Figure 1. M1 wires (run 1).
The bar under the picture is 20 um long. Supply wires on this layer in grey.
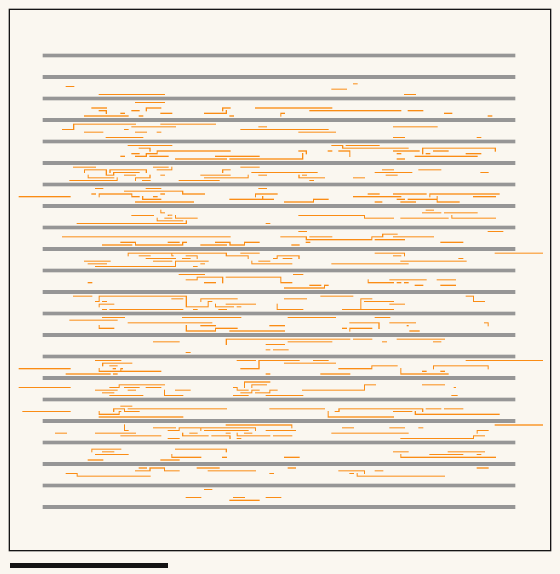
Figure 2. Met2 routing (run 1).
The bar under the picture is 20 um long.
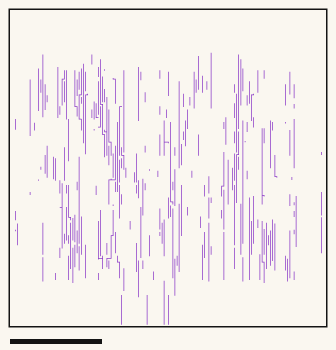
Figure 3. Signal wires on met3 (run 1).
Cells faint in the background.
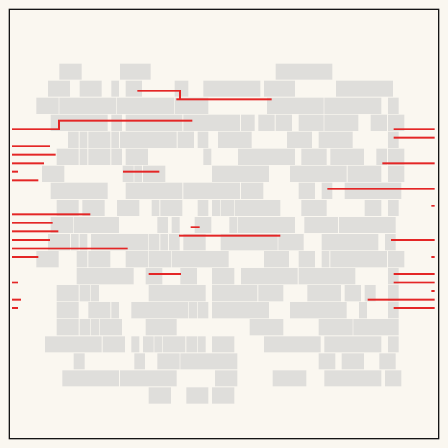
===== src/rtl/serial_adder.sv =====
// Bit-serial N-bit adder: one full-adder cell plus a carry flop, LSB first, N cycles per add.
// Define SERIAL_ADDER_OVF_EN to add the signed-overflow output ovf.
module serial_adder #(
  parameter int N = 8
) (
  input  logic         clk,
  input  logic         rst,
  input  logic         start,
  input  logic [N-1:0] a,
  input  logic [N-1:0] b,
  input  logic         cin,
  output logic [N-1:0] sum,
  output logic         cout,
  output logic         busy,
  output logic         done
`ifdef SERIAL_ADDER_OVF_EN
  ,
  output logic         ovf
`endif
);

  localparam int CW = (N > 1) ? $clog2(N) : 1;

  typedef enum logic {IDLE, RUN} state_t;

  state_t         state, state_n;
  logic [CW-1:0]  cnt;
  logic [N-1:0]   a_sh, b_sh;
  // Holds the N-1 bits already produced; the Nth bit is appended directly at completion.
  logic [N-2:0]   psum;
  logic           c;
  logic           s, c_n, last;

  assign s    = a_sh[0] ^ b_sh[0] ^ c;
  assign c_n  = (a_sh[0] & b_sh[0]) | (a_sh[0] & c) | (b_sh[0] & c);
  assign last = (cnt == CW'(N-1));
  assign busy = (state == RUN);

  always_ff @(posedge clk or posedge rst) begin
    if (rst) state <= IDLE;
    else     state <= state_n;
  end

  always_comb begin
    state_n = state;
    case (state)
      IDLE:    if (start) state_n = RUN;
      RUN:     if (last)  state_n = IDLE;
      default: state_n = IDLE;
    endcase
  end

  always_ff @(posedge clk or posedge rst) begin
    if (rst) begin
      a_sh <= '0;
      b_sh <= '0;
      psum <= '0;
      c    <= 1'b0;
      cnt  <= '0;
      sum  <= '0;
      cout <= 1'b0;
      done <= 1'b0;
`ifdef SERIAL_ADDER_OVF_EN
      ovf  <= 1'b0;
`endif
    end else begin
      case (state)
        IDLE: begin
          done <= 1'b0;
          if (start) begin
            a_sh <= a;
            b_sh <= b;
            c    <= cin;
            cnt  <= '0;
          end
        end
        RUN: begin
          a_sh <= a_sh >> 1;
          b_sh <= b_sh >> 1;
          psum <= (psum >> 1) | ((N-1)'(s) << (N-2));
          c    <= c_n;
          cnt  <= cnt + CW'(1);
          done <= last;
          if (last) begin
            sum  <= {s, psum};
            cout <= c_n;
`ifdef SERIAL_ADDER_OVF_EN
            // c is the carry into the MSB on this edge, c_n the carry out of it.
            ovf  <= c ^ c_n;
`endif
          end
        end
        default: done <= 1'b0;
      endcase
    end
  end

endmodule


===== config.mk =====
export PLATFORM = sky130hd
export DESIGN_NAME = serial_adder
export DESIGN_NICKNAME = d
export VERILOG_FILES = /design/src/rtl/serial_adder.sv
export SDC_FILE = /design/constraint.sdc
export NUM_CORES = 1
export LEC_CHECK = 0
export CAP_MARGIN = 15
export CORE_MARGIN = 4
export CORE_UTILIZATION = 46
export CTS_CLUSTER_SIZE = 12
export DETAILED_ROUTE_END_ITERATION = 8
export PLACE_DENSITY = 0.84
export SETUP_SLACK_MARGIN = 0.05
export SLEW_MARGIN = 5
export SYNTH_ARGS = -nofsm -noshare
export SYNTH_HDL_FRONTEND = slang
export SYNTH_SLANG_ARGS = --single-unit

===== constraint.sdc =====
create_clock -name clk -period 1.31 [get_ports clk]
set_input_delay 0.3275 -clock clk [delete_from_list [all_inputs] [get_ports clk]]
set_output_delay 0.3275 -clock clk [all_outputs]
set_load 0.01 [all_outputs]

==> ci_impl_report.md, run 1 <==
### Yosys + OpenROAD results

| Metric | Value |
|---|---|
| Slowest cell delay on critical path | `0.50 ns` |
| Slack of the worst reg-to-reg path | `0.009 ns` |
| Chip width | `68.3 um` |
| CP Launch Type | `register` |
| Pwr dens | `roughly 2100 nW/um^2` |
| Cell Chain, Critical Path | `fa_1 > mux2_4` |
| Adders+Majority by Area | `0.0269` |
| Crit share post-route | `0.993` |
| Crit Path Max Fanout | `2` |
| # diodes | `0` |
| Hold Fails Final Rpt | `0` |
| Register area | `951 um^2` |
| Initial Utilization | `0.490` |
| Post-Synth XOR/XNOR Area | `0` |
| Least-Margin Pin Slew | `0.231 ns` |
| Setup violations, final | `0` |
| Critical path type | `register to register` |
| Post-DRT Antenna Nets | `0` |
| Gp weighted congestion | `approximately 0.7` |
| Status | `completed` |
| R2r startpoint | `b_sh[0]` |
| RSZ-0062 raised after global routing | `yes` |
| Ys Warns | `0` |
| Ao+oa area frac | `0.0508` |
| Post-synth cell types | `17` |
| Worst slew margin | `0.846` |
| Core Region | `between 3000 and 4000 um^2` |
| Fmax | `769 MHz` |
| Worst r2r path cells | `2` |
| First drt pass iteration count | `4` |
| Met2 Wirelength | `1.34 mm` |
| Post-Syn Nets | `approximately 150` |
| CTS Buf Count | `5` |
| Met3 wire len | `~230 um` |
| Initial antenna violation count | `0` |
Back to the opening pictures, Figure 1:
share of all routed wire: 44%
wire length on this layer: 1260 um
longest straight run: 21.2 um
main direction: horizontal
Via Count: 1075
GRT met1 Usage: 0.174
routed wire length: 2.88 mm

Back to the opening pictures, Figure 2:
wire length on this layer: 1340 um
nets with wire on the layer: 169
longest straight run: 26.5 um

Back to the opening pictures, Figure 3:
nets with wire on the layer: 29
share of all routed wire: 8.0%
wire length on this layer: 231 um
main direction: horizontal
M3 GR Usage: 0.0640

run 1: through the flow:
step	hold slack [ns]	cell area, um^2	utilization	power (mW)	worst slack (ns)
after floorplan	0.449	1690	-	3.24	0.0577
after global placement	0.460	2050	0.601	3.72	-0.125
after detailed placement	0.473	2050	0.601	3.86	-0.168
after CTS	0.338	2150	0.628	4.61	-0.000732
after global routing	0.352	2150	0.630	4.91	-0.0365
final	0.340	2150	0.630	4.56	0.00904
run 1: cell usage in the layout, fill, tap and decap left out:
master,netlist,layout
fa_1,1,1
mux2_4,10,10
nor2_2,1,1
dfrtp_1,38,38
buf_12,0,2
clkbuf_4,0,5
nand2_1,17,17
nor2_1,2,2
nand2b_1,2,2
mux2_2,7,7
clkdlybuf4s50_1,0,19
o21ai_0,17,17
mux2i_1,18,18
ha_4,0,1
nand2_8,1,1
buf_2,2,11
clkbuf_8,0,3
inv_1,3,3
ha_2,0,1
buf_4,0,14
run 1: worst max-delay path: cells and delay by family, from the launching register on:
| family | cells | cell delay, ns |
|---|---|---|
| adders and majority gates | 1 | 0.50 |
| DFF | 1 | 0.42 |
| muxes | 1 | 0.28 |
run 1: Yosys cell counts, drive strengths merged:
master | n | area, um^2
dfrtp | 38 | 951
mux2i | 18 | 180
nand2 | 18 | 83.8
mux2 | 17 | 229
o21ai | 17 | 85.1
buf | 6 | 58.8
inv | 3 | 11.3
nor2 | 3 | 13.8
ha | 2 | 25.0
nand2b | 2 | 12.5
clkbuf | 1 | 3.75
fa | 1 | 20.0
run 1: cells by family after synthesis:
group                      Yosys count
AOI/OAI and AO/OA                   17
DFF                                 38
and+or+nand+nor                     23
buffers and inverters               10
adders and majority gates            3
muxes                               35
run 1: per-layer routing:
metal  vias to the layer above  global-route usage
met3                         5              0.0640
met4                         0              0.0596
met5                         -                   0
li1                        518                   -
met1                       518               0.174
met2                        34               0.235
run 1: what timing repair did:
action / 4_1_cts / 5_1_grt
gates resized: 44 / 0
setup buffers: 9 / 1
pin swaps: 0 / 1
gates cloned: 0 / 0
setup endpoints to repair: 21 / 11
run 1: how the worst max path moves through the flow:
| stage | from | endpoint | slack (ns) | cells after the start |
|---|---|---|---|---|
| 3_3_place_gp | start | cnt[0] | -0.12 | 4 |
| 2_1_floorplan | cnt[0] | cout | 0.06 | 4 |
| 5_1_grt | b_sh[0] | sum[7] | -0.04 | 2 |
| 4_1_cts | c | sum[7] | -0.0007 | 2 |
| 3_5_place_dp | start | b_sh[4] | -0.17 | 4 |
| 6_report | b_sh[0] | sum[7] | 0.009 | 2 |
run 1: area by class of cell:
class | count | share of cell area
clock buffers | 8 | 0.0366
multi-input cells | 78 | 0.309
inverters | 3 | 0.00523
well taps | 46 | 0.0267
repair buffers | 46 | 0.181
flip-flops and latches | 38 | 0.442
run 1: sequential cells by signal, summed over array words and instances, names as in the netlist:
signal,cells
done,1
psum,7
b_sh,8
cout,1
busy,1
c,1
cnt,3
sum,8
a_sh,8
run 1: where the power goes:
group          internal, mW  leakage (nW)  switching (mW)  total [mW]
clock                 0.367        0.0446           0.365       0.731
sequential             1.67         0.488           0.278        1.95
combinational          1.09         0.548           0.789        1.88
Figure 4. Clock wires, drivers and flops (run 1).
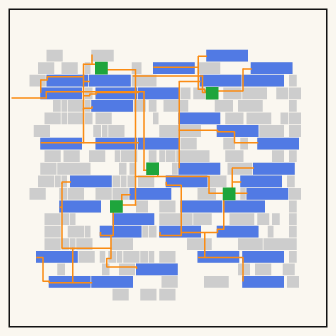

==> run 2, diff against run 1 <==
PLACE_DENSITY = 0.79   (was 0.84)
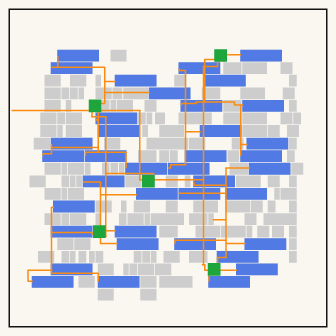
Figure 5: run 2, clock wires, drivers and flops.
legend:
  orange:
    item: clock wires
    length: 443 um
  green:
    item: cells driving clock nets
    count: 5
  blue:
    item: flip-flops
    count: 38
flops lie: spread over the die

==> run 2 against run 1 <==
Compared with the run above: register-to-register slack about the same; worst hold slack got worse by 0.0060 ns; via count down 1.9%; sequential cell count stayed put; sequential power hardly changed; die size did not move; clock skew down 0.0019 ns.
==> ci_impl_report.md, run 2 <==
### Yosys + OpenROAD results

| Metric | Value |
|---|---|
| Gp weighted congestion | `about 0.73` |
| Status | `completed` |
| Biggest regs | `a_sh: 8 flops, b_sh: 8 flops, sum: 8 flops` |
| Initial antenna violation count | `0` |
| Pwr dens | `2070 nW/um^2` |
| Cell Chain, Critical Path | `ha_2 > ha_4 > nand2_4 > mux2_4` |
| Hold Fails Final Rpt | `0` |
| Met2 Wirelength | `about 1.2 mm` |
| # diodes | `0` |
| Post-DRT Antenna Nets | `0` |
| Least-Margin Pin Slew | `between 0.15 and 0.2 ns` |
| Most frequent cells in the layout | `38 x dfrtp_1, 19 x clkdlybuf4s50_1, 18 x mux2i_1` |
| Initial Utilization | `0.490` |
| Fin util | `0.634` |
| Met3 wire len | `185 um` |
| Core Region | `3420 um^2` |
| Post-route cell area | `around 2200 um^2` |
| Flip-flops with a built-in enable | `0` |
| Largest area contributor in the netlist | `dfrtp_1` |
| Setup violations, final | `0` |
| Most instantiated cells after synthesis | `38 x dfrtp_1, 18 x mux2i_1, 17 x nand2_1, 17 x o21ai_0, 10 x mux2_4` |
| Critical path type | `register to register` |
| Ys Warns | `0` |
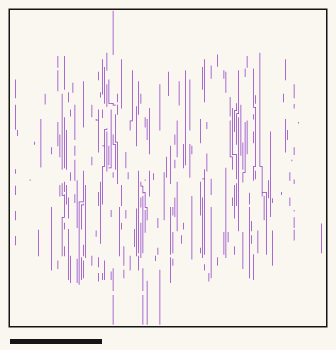
Figure 6: run 2, met2 routing.
The bar under the picture is 20 um long.
longest straight run: 24.5 um
main direction: vertical

## run 2: cell counts after synthesis
No cell type changed its count.
## run 2: cell type report
type                       instances  area, um^2
multi-input combinational         79         676
fill                             282        1250
clock buffer                       7        45.0
sequential                        38         951
tap                               46        57.6
inverter                           3        11.3
timing repair buffer              50         424
## run 2: worst max-delay path by stage
stage | startpoint | end | slack [ns]
global route | c | psum[6] | -0.04
detailed placement | start | c | -0.19
floorplan | cnt[0] | cout | 0.06
finish | cnt[0] | sum[0] | 0.01
CTS | cnt[0] | sum[4] | 0.01
global placement | start | cnt[0] | -0.13
## run 2: cell families after synthesis
group / count (synthesis) / share of synthesized area
compound gates: 17 / 0.0508
fa+ha+maj: 3 / 0.0269
mux: 35 / 0.244
simple gates: 23 / 0.0658
flops: 38 / 0.568
buf+inv: 10 / 0.0441
## run 2: through the flow
| stage | setup slack [ns] | hold slack (ns) | total power [mW] | TNS (ns) |
|---|---|---|---|---|
| 2_1_floorplan | 0.0577 | 0.449 | 3.24 | 0 |
| 3_3_place_gp | -0.127 | 0.464 | 3.76 | -1.89 |
| 3_5_place_dp | -0.186 | 0.472 | 3.88 | -2.33 |
| 4_1_cts | 0.0146 | 0.324 | 4.54 | 0 |
| 5_1_grt | -0.0372 | 0.362 | 4.86 | -0.147 |
| 6_report | 0.0143 | 0.334 | 4.48 | 0 |
## run 2: power by group
| group | internal, mW | total (mW) | switching (mW) |
|---|---|---|---|
| clock network | 0.202 | 0.554 | 0.351 |
| logic | 1.16 | 1.98 | 0.820 |
| registers | 1.67 | 1.95 | 0.271 |
## run 2: routing by layer
| metal | track usage | vias to the layer above |
|---|---|---|
| met5 | 0 | - |
| met4 | 0.0968 | 0 |
| met3 | 0.0443 | 8 |
| met2 | 0.225 | 32 |
| met1 | 0.179 | 478 |
| li1 | - | 537 |
## run 2: timing repair
item,CTS,global route
setup buffers,12,1
endpoints found under the setup margin,21,11
gates resized,44,1
gates cloned,1,0
pin swaps,2,1
## run 2: worst max-delay path, delay by kind of cell, from the launching register on
kind	cells	cell delay (ns)
adders and majority gates	2	0.39
DFF	1	0.40
and+or+nand+nor	1	0.10
muxes	1	0.30
No activity file was given, so power comes from the tool's default toggle rates.
